<file path="config.mk">
export PLATFORM = sky130hd
export DESIGN_NAME = dmem_arbiter
export DESIGN_NICKNAME = d
export VERILOG_FILES = /design/src/rtl/dmem_arbiter.sv
export SDC_FILE = /design/constraint.sdc
export NUM_CORES = 1
export LEC_CHECK = 0
export CAP_MARGIN = 5
export CORE_MARGIN = 2
export CORE_UTILIZATION = 31
export CTS_BUF_LIST = sky130_fd_sc_hd__clkbuf_8
export DETAILED_ROUTE_END_ITERATION = 10
export PLACE_DENSITY_LB_ADDON = 0.05
export SKIP_LAST_GASP = 1
export SLEW_MARGIN = 20
export SYNTH_ARGS = -nofsm -noshare
export SYNTH_HDL_FRONTEND = slang
export SYNTH_SLANG_ARGS = --single-unit
</file>
<file path="constraint.sdc">
create_clock -name clk -period 2.3 [get_ports clk]
set_input_delay 0.23 -clock clk [delete_from_list [all_inputs] [get_ports clk]]
set_output_delay 0.23 -clock clk [all_outputs]
set_load 0.01 [all_outputs]
</file>
<file path="src/rtl/dmem_arbiter.sv">
// rtl/dmem_arbiter.sv - round-robin two-port arbiter for the single-port data RAM
// Bounded burst tenure; read responses are tagged with the requester through the RAM latency.
module dmem_arbiter #(
   parameter int N         = 8,
   parameter int AW        = 8,
   parameter int RD_LAT    = 1,
   parameter int MAX_BURST = 4
) (
   input  logic          clk,
   input  logic          rst,
   input  logic          req_a,
   input  logic          req_b,
   input  logic          we_a,
   input  logic          we_b,
   input  logic [AW-1:0] addr_a,
   input  logic [AW-1:0] addr_b,
   input  logic [N-1:0]  wdata_a,
   input  logic [N-1:0]  wdata_b,
   output logic          gnt_a,
   output logic          gnt_b,
   output logic          rvalid_a,
   output logic          rvalid_b,
   output logic [N-1:0]  rdata,
   output logic [AW-1:0] ram_address,
   output logic [N-1:0]  ram_data,
   output logic          ram_wren,
   input  logic [N-1:0]  ram_q,
   output logic [1:0]    owner
);

   localparam int CW = $clog2(MAX_BURST + 1);
   localparam logic [1:0] S_IDLE = 2'b00;
   localparam logic [1:0] S_A    = 2'b01;
   localparam logic [1:0] S_B    = 2'b10;

   logic [1:0]        state_q, state_d;
   logic [CW-1:0]     cnt_q, cnt_d;
   logic              last_q, last_d;   // 1 = port B served last
   logic              win_v, win_b, win_we;
   logic              burst_done;
   logic [RD_LAT-1:0] pv_q, pid_q;

   assign burst_done = (cnt_q >= CW'(MAX_BURST));

   always_ff @(posedge clk or negedge rst) begin
      if (!rst) begin
         state_q <= S_IDLE;
         cnt_q   <= '0;
         last_q  <= 1'b1;
      end else begin
         state_q <= state_d;
         cnt_q   <= cnt_d;
         last_q  <= last_d;
      end
   end

   always_comb begin
      win_v = 1'b0;
      win_b = 1'b0;
      case (state_q)
         S_A: begin
            if (req_a && (!burst_done || !req_b)) begin
               win_v = 1'b1;
            end else if (req_b) begin
               win_v = 1'b1;
               win_b = 1'b1;
            end
         end
         S_B: begin
            if (req_b && (!burst_done || !req_a)) begin
               win_v = 1'b1;
               win_b = 1'b1;
            end else if (req_a) begin
               win_v = 1'b1;
            end
         end
         default: begin
            if (req_a && req_b) begin
               win_v = 1'b1;
               win_b = ~last_q;
            end else if (req_a || req_b) begin
               win_v = 1'b1;
               win_b = req_b;
            end
         end
      endcase
      // Grants are forced off while reset is held, independent of req
      if (!rst) win_v = 1'b0;

      state_d = win_v ? (win_b ? S_B : S_A) : S_IDLE;
      if (!win_v)
         cnt_d = '0;
      else if (state_d == state_q)
         cnt_d = burst_done ? cnt_q : cnt_q + CW'(1);
      else
         cnt_d = CW'(1);
      last_d = last_q;
      if (state_q != S_IDLE && state_d != state_q)
         last_d = (state_q == S_B);
   end

   always_comb begin
      gnt_a       = win_v & ~win_b;
      gnt_b       = win_v & win_b;
      win_we      = win_b ? we_b : we_a;
      ram_wren    = win_v & win_we;
      ram_address = (win_v && win_b) ? addr_b : addr_a;
      ram_data    = (win_v && win_b) ? wdata_b : wdata_a;
      owner       = state_q;
   end

   // Read-tag pipeline: stage 0 is written on the accept edge, last stage lines up with ram_q
   always_ff @(posedge clk or negedge rst) begin
      if (!rst) begin
         pv_q  <= '0;
         pid_q <= '0;
      end else begin
         for (int i = RD_LAT - 1; i > 0; i--) begin
            pv_q[i]  <= pv_q[i-1];
            pid_q[i] <= pid_q[i-1];
         end
         pv_q[0]  <= win_v & ~win_we;
         pid_q[0] <= win_b;
      end
   end

   assign rvalid_a = rst & pv_q[RD_LAT-1] & ~pid_q[RD_LAT-1];
   assign rvalid_b = rst & pv_q[RD_LAT-1] & pid_q[RD_LAT-1];
   assign rdata    = ram_q;

endmodule

</file>
==> run_1/floorplan.png <==
Scale bar: 20 um. Pins as bars on the die edge. Tap cells in gray.
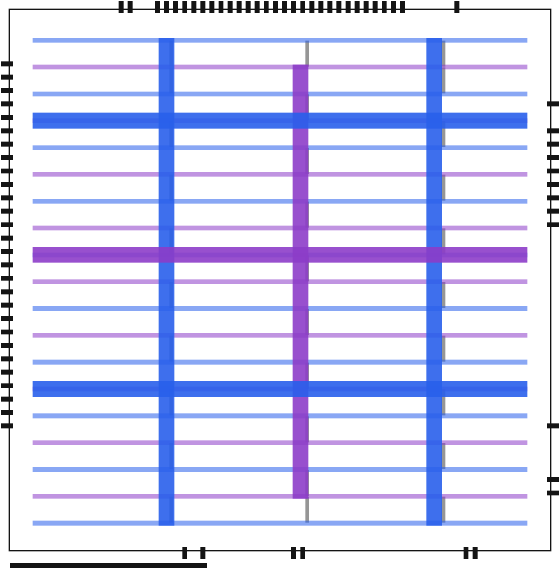
VSS -> blue
VDD -> purple
met1 rails = 19
rows = 18
tap cells = 30
signal pins = 77
Die X: 54.7 um
Peak VDD IR: 0.344 mV

==> run_1/class_map.png <==
Scale bar: 20 um.
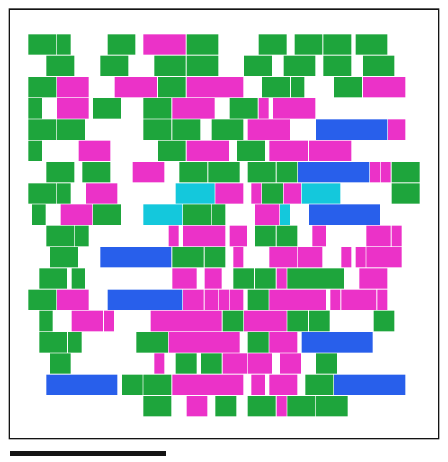
registers -> blue  # cells 8, share of their area 12%
remaining buffers and delay cells -> green  # cells 83, share of their area 46%
clock drivers and dummy loads -> cyan  # cells 4, share of their area 2.8%
remaining logic cells -> magenta  # cells 64, share of their area 38%

==> run_1/clock_wires.png <==
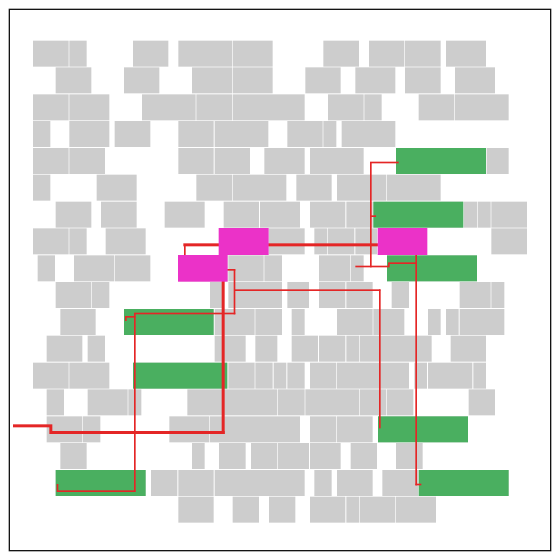
clock wires -> red  # length 181 um
clock-net drivers -> magenta  # count 3
flip-flops -> green  # count 8
routed clock nets = 4
clock share of power: 23.4%
Clock Power: 0.183 mW
insertion delay to the later sink of the worst-skew pair: 0.23 ns

[run 1: sequential cells by signal, indices dropped and copies added (netlist names)]
signal and flops:
owner 2, cnt_q 3, pid_q 1, last_q 1
pv_q 1
[run 1: through the flow]
| step | worst slack [ns] | cell area [um2] |
|---|---|---|
| after global routing | -0.172 | 1660 |
| after detailed placement | -0.217 | 1480 |
| after floorplan | 0.0734 | 798 |
| after global placement | -0.176 | 1480 |
| final | -0.0784 | 1660 |
| after CTS | -0.187 | 1610 |
[run 1: metal layers]
metal,vias to the layer above,part of all wire [%]
met5,-,0
met4,0,0.76
met3,4,6.5
met2,39,58
met1,422,35
li1,429,-
[run 1: final timing paths]
| check | from | endpoint | slack (ns) | cells after the start |
|---|---|---|---|---|
| worst max-delay path | owner[1]$_DFF_PN0_ | ram_data[1] | -0.08 | 10 |
| worst min-delay path | rst | cnt_q[2]$_DFFE_PN0P_ | 0.32 | 2 |
| worst max register to register | owner[1]$_DFF_PN0_ | last_q$_DFFE_PN1P_ | 0.21 | 10 |
| worst min register to register | cnt_q[1]$_DFFE_PN0P_ | cnt_q[1]$_DFFE_PN0P_ | 0.61 | 2 |
| max in group asynchronous | rst | last_q$_DFFE_PN1P_ | 1.76 | 2 |
| min in group clk | ram_q[7] | rdata[7] | 0.46 | 0 |
[run 1: where the power goes]
group / total, mW / internal [mW] / switching (mW)
sequential: 0.173 / 0.161 / 0.0125
clock: 0.183 / 0.117 / 0.0660
combinational: 0.423 / 0.256 / 0.167
[run 1: cell usage after synthesis (2+ instances only)]
cell / number / area, um2
ha_1: 5 / 62.6
dfrtp_1: 7 / 175
a21oi_1: 3 / 15.0
o21a_1: 2 / 15.0
mux2i_1: 5 / 50.1
mux2_2: 7 / 78.8
mux2_4: 9 / 135
nor2_1: 8 / 30.0
buf_4: 8 / 60.1
nand2_1: 3 / 11.3
inv_1: 5 / 18.8
nand4_1: 2 / 12.5
[run 1: layout make-up]
class	count	area [um2]
Clock buffer	3	41.3
Clock inverter	1	3.75
Fill cell	204	795
Inverter	6	27.5
Multi-Input combinational cell	58	597
Sequential cell	8	201
Tap cell	30	37.5
Timing Repair Buffer	83	752
[run 1: logic make-up (layout without fill, tap and decap cells)]
logic type | count (synthesis) | count (layout)
muxes | 21 | 21
and+or+nand+nor | 21 | 23
buffers and inverters | 15 | 93
AOI/OAI and AO/OA | 8 | 8
DFF | 8 | 8
adders and majority gates | 5 | 5
xor gates and xnor gates | 1 | 1
[run 1: timing repair]
| item | 4_1_cts | 5_1_grt |
|---|---|---|
| setup buffers | 8 | 4 |
| gates resized | 28 | 63 |
| endpoints found under the hold margin | 0 | 0 |
| pin swaps | 3 | 6 |
| setup endpoints to repair | 19 | 22 |
| gates cloned | 1 | 1 |
==> results.py, run 1 <==
# Metrics from the implementation run
metrics = {
    "run_status": {
        "status": "finished with violations",
        "violations": "negative setup slack",
    },
    "synthesis": {
        "ys_sh_mux_pct": 33.1,
        "synth-warning-count": 0,
        "top_logic_kind": "multiplexers",
        "synth_xor_xnor_area_share_pct": 1.10,
        "edf_count": 0,
        "adder_share_pct": 7.84,
        "synth-simple-area-share_pct": 14.3,
        "ys_area_um2": 798,
        "synthCells": 79,
        "yosys_cells": 79,
        "synth_nets": 130,
        "synth_area_per_cell_um2": 10.1,
        "synth_top_flop_cell": "dfrtp_1",
        "ys.flops": 8,
        "synth-async-reset-ratio_pct": 100,
        "syn_area_um2": 798,
        "synthAoiAreaFrac_pct": 6.58,
    },
    "detailed_routing": {
        "vias": 894,
        "drc": 0,
        "wire_per_inst_um": 13.9,
    },
    "grt": {
        "grt_start_max_net_pins": 12,
        "grt_pass1_wl_um": 3480,
        "met3_usage_pct": 5.46,
        "busiest_layer": "met2",
        "antenna_found_initial": 0,
        "global_route.usage.met1_pct": 16.6,
        "use_met2_pct": 32.5,
        "grt_pass1_vias": 821,
    },
    "clock_tree": {
        "numCtsBuffers": 3,
        "cts_root_buf": "clkbuf_8",
        "cts_htree_levels": 1,
        "cts.clk_slew.worst_paths_ns": 0.05,
        "hold_buffers": 0,
        "clockBufferDepth": 2,
        "cts_sinks": 8,
    },
    "power_and_ir_drop": {
        "power_density_nw_per_um2": 469,
        "leakage_nw": 0.781,
        "p_total_mw": 0.779,
    },
    "worst_setup_path": {
        "arrival_ns": 2.15,
        "start_kind": "register",
        "crit_type": "reg2out",
        "slowest_stage": "dfrtp_1",
        "worst-path-buf-inv": 4,
        "cp_cell_sequence": "inv_2 -> ha_4 -> and3b_1 -> a21oi_2 -> nand3_2 -> clkinv_4 -> buf_12 -> nand2_8 -> mux2_4 -> buf_6",
    },
    "final_layout": {
        "layout.nets": 211,
        "area_growth_pct": 108,
        "final_layout_top_logic_cells": "clkdlybuf4s50_1, buf_4, buf_6",
        "fin_util_pct": 67.6,
        "antennaDiodeCount": 0,
        "fin_cells": 189,
        "final_common_cell": "clkdlybuf4s50_1",
    },
    "floorplan": {
        "die_area_um2": 3000,
        "rows": 18,
        "initial_utilization_pct": 32.5,
        "core_um2": 2450,
        "num_io_pins": 77,
    },
    "job": {
        "warnings": 32,
        "max_cap_viol_count": 0,
    },
    "final_timing": {
        "setup_viol": 10,
        "hold_violations": 0,
        "timing.slew.headroom_pct": 64.4,
        "worstMarginPinSlew_ns": 0.535,
        "max_freq_ghz": 0.420,
        "fin_worst_skew_ns": 0.00439,
        "setup_slack_ns": -0.0784,
        "fin_setup_tns_ns": -0.555,
        "rsz0062_at_grt": "yes",
        "min_period_over_period_pct": 103,
        "drv_slew": 0,
    },
    "place": {
        "place_inst": 175,
        "post-dp-hpwl_um": 1980,
    },
    "worst_hold_path": {
        "min_path_type": "in2async",
    },
}
==> run_1/layers.png <==
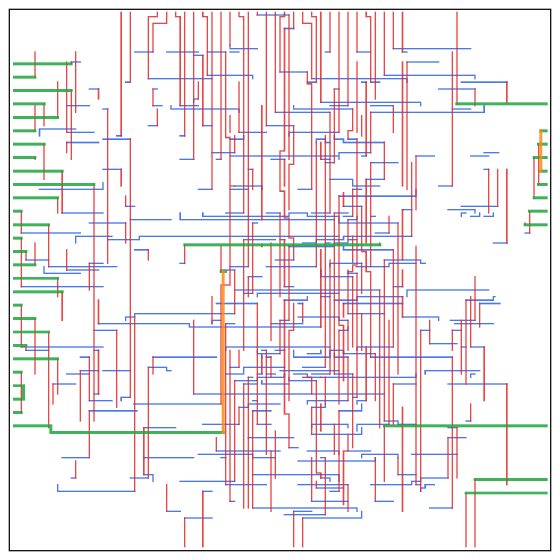

==> run 2: changes to the inputs <==
CORE_UTILIZATION = 30   (was 31)
CTS_BUF_LIST = not set   (was sky130_fd_sc_hd__clkbuf_8)
==> run_2/layers.png <==
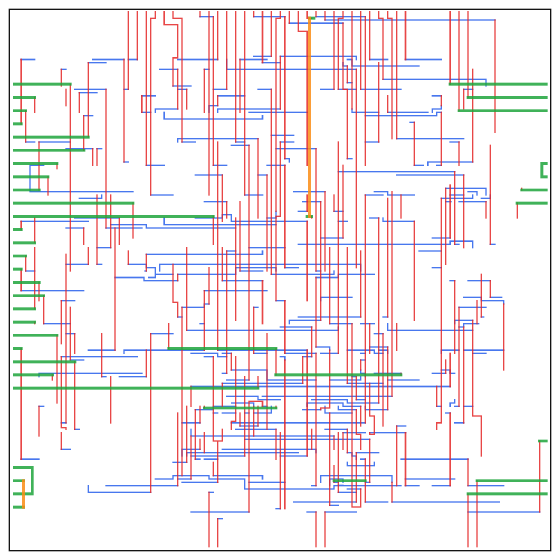
M3 -> green  # wire length 216 um
M4 -> orange  # wire length 23.1 um
M2 -> red  # wire length 1,540 um
M1 -> blue  # wire length 1,010 um
vias: 906
gr usage total: 18.7%
routed wire length: 2790 um
Avg WL per Cell: 14.5 um

==> results.py, run 2 <==
# Metrics from the implementation run
metrics = {
    "synthesis": {
        "synth_cell_types": 27,
        "ys_seq_share_pct": 25.2,
        "synth_area_per_cell_um2": 10.1,
        "synth-warning-count": 0,
        "synth_top_flop_cell": "dfrtp_1",
        "synth-async-reset-ratio_pct": 100,
        "yosys-top-cells-count": "mux2_4, buf_4, nor2_1",
        "synthCells": 79,
        "yosys_cells": 79,
        "ys_area_um2": 798,
        "yosysTopAreaCellShare_pct": 21.9,
        "synth.area.top_cells": "dfrtp_1, mux2_4, mux2_2, ha_1, buf_4",
        "synth_nets": 130,
        "ys.flops": 8,
        "edf_count": 0,
        "largest_area_cell": "dfrtp_1",
        "syn_area_um2": 798,
        "most_common_cell": "mux2_4",
    },
    "final_layout": {
        "final_layout_top_logic_cells": "clkdlybuf4s50_1, buf_4, buf_6",
        "drive_gt1_share_pct": 48.1,
        "antennaDiodeCount": 0,
        "largest_reg_flops": 3,
        "finalInstanceArea_um2": 1760,
        "layout.nets": 214,
        "top_register": "cnt_q",
        "final_common_cell": "clkdlybuf4s50_1",
        "area_growth_pct": 121,
    },
    "job": {
        "max_cap_viol_count": 0,
        "warnings": 32,
    },
    "place": {
        "placed_area_um2": 1460,
        "post-dp-hpwl_um": 2040,
        "place_ws_ns": -0.218,
        "portBuffers": 60,
        "gp_congestion": 0.826,
    },
    "grt": {
        "grt-ovfl-total": 0,
        "grt_pass1_wl_um": 4570,
        "grt_pass1_vias": 1000,
        "grt_start_max_net_pins": 12,
        "antenna_found_initial": 0,
    },
    "worst_setup_path": {
        "ff2ff_path_depth": 10,
        "rr_startpoint": "owner[0]$_DFF_PN0_",
        "crit_type": "reg2out",
        "required_ns": 2.07,
        "cp-startpoint": "owner[0]$_DFF_PN0_",
        "arrival_ns": 2.26,
        "crit_fanout": 3,
        "r2r_slack_ns": 0.34,
        "crit_end": "ram_address[0]",
        "r2r_end": "pv_q$_DFF_PN0_",
        "start_kind": "register",
        "endpoint_kind": "output port",
    },
    "final_timing": {
        "setup_slack_ns": -0.188,
        "drv_slew": 0,
        "max_freq_ghz": 0.402,
        "fin_worst_skew_ns": 0.00179,
        "worstMarginPinSlew_ns": 0.608,
        "min_period_ns": 2.49,
        "fin_setup_tns_ns": -1.68,
        "min_period_over_period_pct": 108,
        "timing.hold.ws_ns": 0.316,
        "timing.slew.headroom_pct": 59.5,
        "rsz0062_at_grt": "yes",
        "hold_violations": 0,
        "setup_viol": 16,
    },
    "clock_tree": {
        "hold_buffers": 0,
        "cts.clk_slew.worst_paths_ns": 0.06,
        "cts_htree_levels": 1,
        "numCtsBuffers": 3,
        "clock_latency_ns": 0.26,
        "cts_sinks": 8,
        "tritoncts": "yes",
        "cts_root_buf": "clkbuf_4",
        "clockBufferDepth": 2,
    },
    "detailed_routing": {
        "first_iter_violations": 20,
        "ant_nets": 0,
        "via_per_inst": 4.72,
        "drc": 0,
        "first_pass_iters": 4,
    },
    "power_and_ir_drop": {
        "power_density_nw_per_um2": 437,
        "p_total_mw": 0.771,
        "vdd_drop_max_mv": 0.320,
        "leakage_nw": 0.830,
    },
    "worst_hold_path": {
        "min_path_type": "in2async",
    },
    "floorplan": {
        "num_io_pins": 77,
        "die_area_um2": 3090,
        "rows": 18,
        "initial_utilization_pct": 31.9,
    },
    "run_status": {
        "violations": "negative setup slack",
        "status": "finished with violations",
    },
}
==> run_2/floorplan.png <==
Scale bar: 20 um. Pins as bars on the die edge. Tap cells in gray.
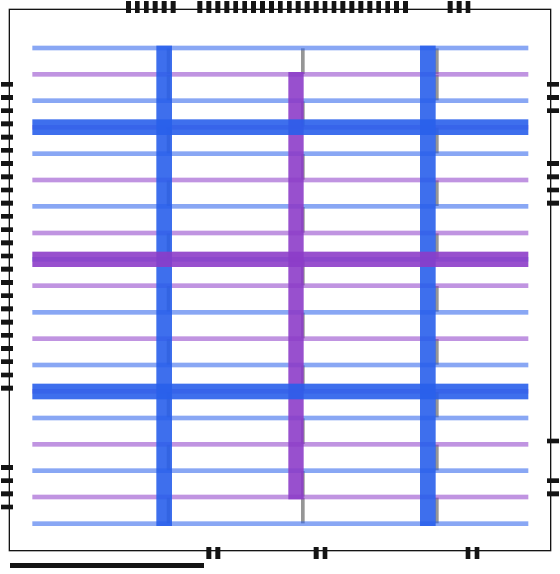
Die Ht: 55.6 um
core area: 2500 um2
Die X: 55.6 um

run 2: per-layer routing:
metal	share of wire (%)	track usage, %	wire length (um)	vias up
met1	36	20.0	1010	424
met2	55	34.7	1540	42
met4	0.83	4.88	23	0
met3	7.7	6.28	215	4
met5	0	0	0	-
li1	-	-	-	436
run 2: area by class of cell:
type / instances / area (um2)
timing repair buffer: 86 / 851
fill: 188 / 736
multi-input combinational: 58 / 621
sequential: 8 / 201
tap: 30 / 37.5
inverter: 6 / 27.5
clock buffer: 4 / 26.3
run 2: power breakdown:
part | total [mW] | switching (mW) | internal (mW)
clock | 0.125 | 0.0581 | 0.0671
combinational | 0.474 | 0.181 | 0.293
sequential | 0.172 | 0.0121 | 0.160
total | 0.771 | 0.251 | 0.520
run 2: metrics by stage:
step,util [%],instances
finish,70.6,192
global route,70.6,192
CTS,64.7,188
detailed placement,58.5,173
global placement,58.5,173
floorplan,-,79
run 2: cells by family (layout without fill, tap and decap cells):
group	after synthesis	count (layout)	synth area share [%]
multiplexers	21	21	33.1
AND/OR/NAND/NOR	21	23	14.3
buffers and inverters	15	96	11.9
AND-OR/OR-AND	8	8	6.58
flip-flops	8	8	25.2
adder cells (fa/ha/maj)	5	5	7.84
XOR/XNOR	1	1	1.10
run 2: worst min-delay path by stage:
stage               slack [ns]  cells after the start                   end
floorplan                -0.07                      0  cnt_q[0]$_DFFE_PN0P_
global placement          0.46                      0              rdata[1]
detailed placement        0.46                      0              rdata[1]
CTS                       0.32                      2  cnt_q[2]$_DFFE_PN0P_
global route              0.34                      2  cnt_q[0]$_DFFE_PN0P_
finish                    0.32                      2       pid_q$_DFF_PN0_
run 2: timing repair:
| item | CTS | global route |
|---|---|---|
| pin swaps | 3 | 3 |
| buffers inserted | 9 | 7 |
| hold endpoints to repair | 0 | 0 |
| endpoints found under the setup margin | 19 | 19 |
| gates resized | 88 | 26 |
| cloned | 2 | 0 |
run 2: critical path, stage by stage (launching register included):
cell,delay [ns]
dfrtp_1,0.36
inv_2,0.07
ha_4,0.26
and3b_1,0.17
a21oi_2,0.14
nand3_2,0.13
clkinv_4,0.11
buf_8,0.13
nand2_8,0.06
buf_12,0.15
mux2_4,0.29
buf_6,0.12
==> run_2/clock_wires.png <==
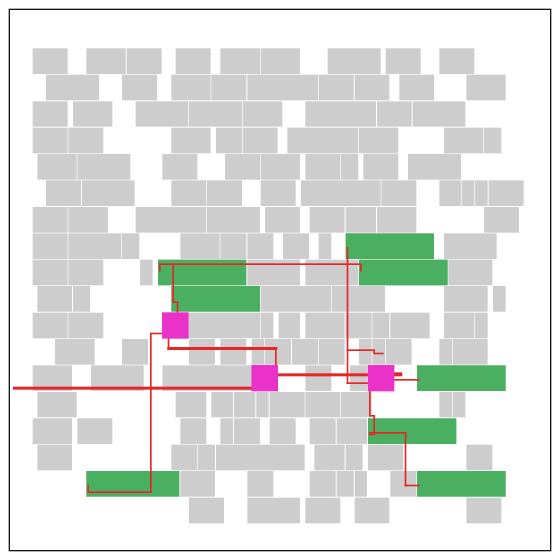

==> run 3: changes to the inputs <==
CORE_MARGIN = not set   (was 2)
==> run_3/clock_wires.png <==
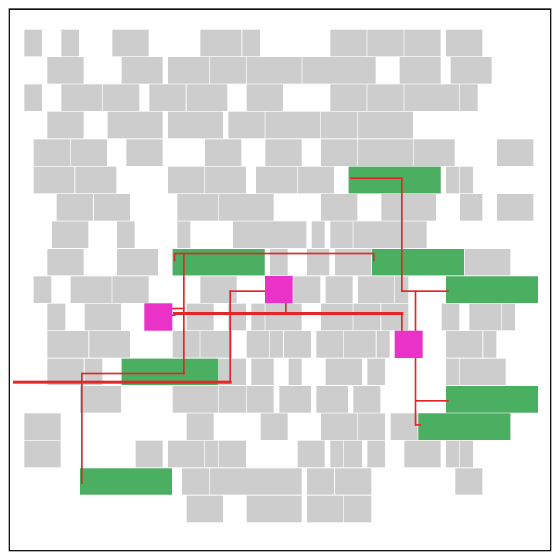
Max Clock Skew: 0.00534 ns
clock share of power: 17.5%
Clock Power: 0.122 mW
insertion delay to the later sink of the worst-skew pair: 0.26 ns

==> results.py, run 3 <==
# Metrics from the implementation run
metrics = {
    "run_status": {
        "status": "finished with violations",
        "violations": "negative setup slack",
    },
    "place": {
        "gp_congestion": 0.772,
        "place_inst": 174,
        "post-dp-hpwl_um": 1920,
        "portBuffers": 60,
        "placed_area_um2": 1470,
        "place_ws_ns": -0.207,
    },
    "grt": {
        "grt-ovfl-total": 0,
        "grt_start_max_net_pins": 11,
        "grt_pass1_wl_um": 3610,
        "grt_pass1_vias": 858,
        "antenna_found_initial": 0,
    },
    "final_timing": {
        "min_period_ns": 2.44,
        "max_freq_ghz": 0.410,
        "rsz0062_at_grt": "yes",
        "timing.slew.headroom_pct": 60.4,
        "min_period_over_period_pct": 106,
        "worstMarginPinSlew_ns": 0.595,
        "drv_slew": 0,
        "setup_slack_ns": -0.140,
        "setup_viol": 18,
        "hold_violations": 0,
    },
    "clock_tree": {
        "tritoncts": "yes",
        "cts.clk_slew.worst_paths_ns": 0.06,
        "cts_htree_levels": 1,
        "hold_buffers": 0,
        "cts_sinks": 8,
        "clockBufferDepth": 2,
        "numCtsBuffers": 3,
        "cts_root_buf": "clkbuf_4",
    },
    "floorplan": {
        "fp.dieH_um": 53.6,
        "num_io_pins": 77,
        "rows": 18,
        "core_um2": 2500,
        "die_w_um": 53.6,
        "initial_utilization_pct": 31.9,
        "die_area_um2": 2870,
    },
    "detailed_routing": {
        "first_iter_violations": 3,
        "drc": 0,
        "ant_nets": 0,
        "first_pass_iters": 2,
        "via_per_inst": 4.70,
    },
    "worst_setup_path": {
        "arrival_ns": 2.21,
        "ff2ff_path_depth": 9,
        "crit_fanout": 4,
        "required_ns": 2.07,
        "start_kind": "register",
        "crit_type": "reg2out",
        "endpoint_kind": "output port",
    },
    "final_layout": {
        "n_fill_cell": 225,
        "drive_gt1_share_pct": 46.2,
        "largest_reg_flops": 3,
        "top_register": "cnt_q",
        "antennaDiodeCount": 0,
        "fin_util_pct": 64.0,
        "fin_cells": 188,
        "final_common_cell": "clkdlybuf4s50_1",
        "finalInstanceArea_um2": 1600,
        "final_layout_top_logic_cells": "clkdlybuf4s50_1, buf_4, buf_6, clkbuf_2, mux2_4",
        "layout.nets": 210,
        "area_growth_pct": 100,
    },
    "synthesis": {
        "largest_area_cell": "dfrtp_1",
        "ys_seq_share_pct": 25.2,
        "ys_area_um2": 798,
        "synth-async-reset-ratio_pct": 100,
        "synth.area.top_cells": "dfrtp_1, mux2_4, mux2_2, ha_1, buf_4",
        "synth_cell_types": 27,
        "synth_area_per_cell_um2": 10.1,
        "synthCells": 79,
        "ys.flops": 8,
        "yosys_cells": 79,
        "edf_count": 0,
        "yosysTopAreaCellShare_pct": 21.9,
        "most_common_cell": "mux2_4",
        "synth_top_flop_cell": "dfrtp_1",
        "synth_nets": 130,
        "yosys-top-cells-count": "mux2_4, buf_4, nor2_1",
        "syn_area_um2": 798,
        "synth-warning-count": 0,
    },
    "power_and_ir_drop": {
        "leakage_nw": 0.751,
        "vdd_drop_max_mv": 0.322,
        "power_density_nw_per_um2": 437,
    },
    "job": {
        "warnings": 32,
        "max_cap_viol_count": 0,
    },
    "worst_hold_path": {
        "min_path_type": "in2async",
    },
}
==> run_3/layers.png <==
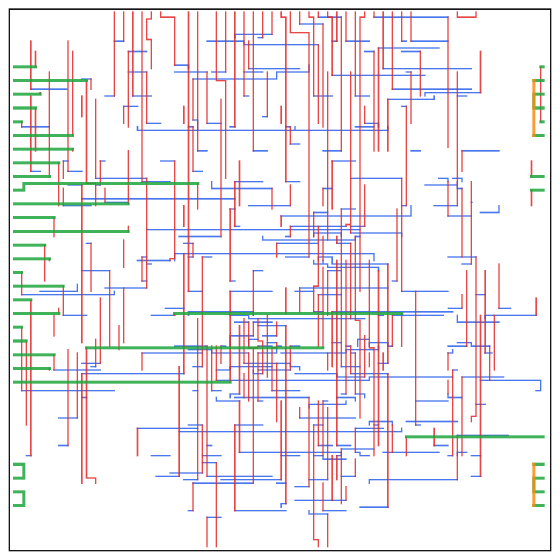
Avg WL per Cell: 12.9 um
gr usage total: 17.7%
routed wire length: 2430 um
vias: 884

run 3: cell counts after synthesis:
Identical to the previous run, type by type.
run 3: report_power, final:
part           leakage (nW)  switching [mW]  internal (mW)  total, mW
sequential            0.103          0.0113          0.160      0.172
combinational         0.633           0.161          0.244      0.405
clock                0.0150          0.0555         0.0669      0.122
run 3: layout make-up:
cell class                      count  area [um2]  share of cell area [%]
Clock buffer                        4        26.3                    1.64
Timing Repair Buffer               82         734                    45.9
Sequential cell                     8         201                    12.6
Multi-Input combinational cell     58         572                    35.8
Tap cell                           30        37.5                    2.35
Inverter                            6        27.5                    1.72
run 3: worst max-delay path, cell delays in order (launching register included):
cell      delay [ns]
dfrtp_1         0.38
inv_2           0.07
ha_4            0.27
and3b_1         0.17
a21oi_2         0.15
nand3_2         0.13
clkinv_4        0.14
nand2_8         0.08
buf_6           0.14
mux2_4          0.29
buf_6           0.12
run 3: path summary, 6_finish.rpt:
path                                       from                   end  slack [ns]
setup / recovery             owner[0]$_DFF_PN0_        ram_address[0]       -0.14
hold / removal                              rst    owner[0]$_DFF_PN0_        0.31
setup reg to reg             owner[1]$_DFF_PN0_    last_q$_DFFE_PN1P_        0.36
hold reg to reg            cnt_q[1]$_DFFE_PN0P_  cnt_q[1]$_DFFE_PN0P_        0.56
max in group asynchronous                   rst    last_q$_DFFE_PN1P_        1.78
min in group clk                       ram_q[2]              rdata[2]        0.46
run 3: metrics by stage:
stage / hold slack, ns / TNS, ns / total power, mW
floorplan: -0.0656 / 0 / 0.339
global placement: 0.460 / -2.63 / 0.514
detailed placement: 0.460 / -3.13 / 0.519
CTS: 0.309 / -2.36 / 0.656
global route: 0.316 / -3.04 / 0.752
finish: 0.306 / -0.742 / 0.699
run 3: layer usage:
metal  track usage, %  part of all wire, %  wire [um]  up-vias
met5                0                    0          0        -
met1             16.9                   34        818      417
met2             34.0                   57       1390       34
met3             7.63                  8.5        206        4
li1                 -                    -          -      429
met4             4.82                 0.37          9        0
run 3: repair_timing:
action / CTS / global route
pin swaps: 3 / 2
setup endpoints to repair: 19 / 19
endpoints found under the hold margin: 0 / 0
buffers inserted: 2 / 6
gates resized: 32 / 54
cloned: 1 / 1
run 3: kinds of logic (layout without fill, tap and decap cells):
logic type | count (synthesis) | in the layout | synth area share, %
adders and majority gates | 5 | 5 | 7.84
and+or+nand+nor | 21 | 23 | 14.3
DFF | 8 | 8 | 25.2
muxes | 21 | 21 | 33.1
buffers and inverters | 15 | 92 | 11.9
xor gates and xnor gates | 1 | 1 | 1.10
AOI/OAI and AO/OA | 8 | 8 | 6.58

==> screenshots <==
Routing congestion map.
shot_01.png
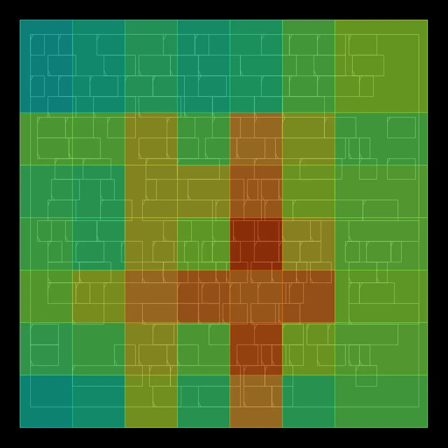
shot_02.png
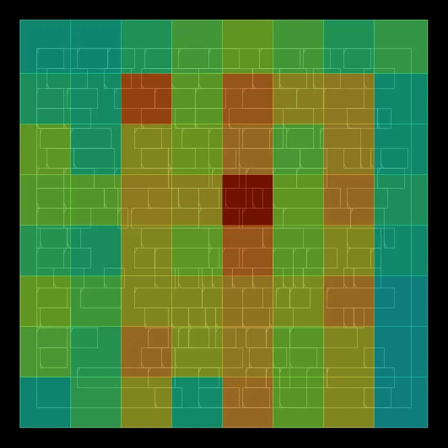
shot_02.png is run 2.
shot_01.png is run 3.

No activity file was given, so power comes from the tool's default toggle rates.
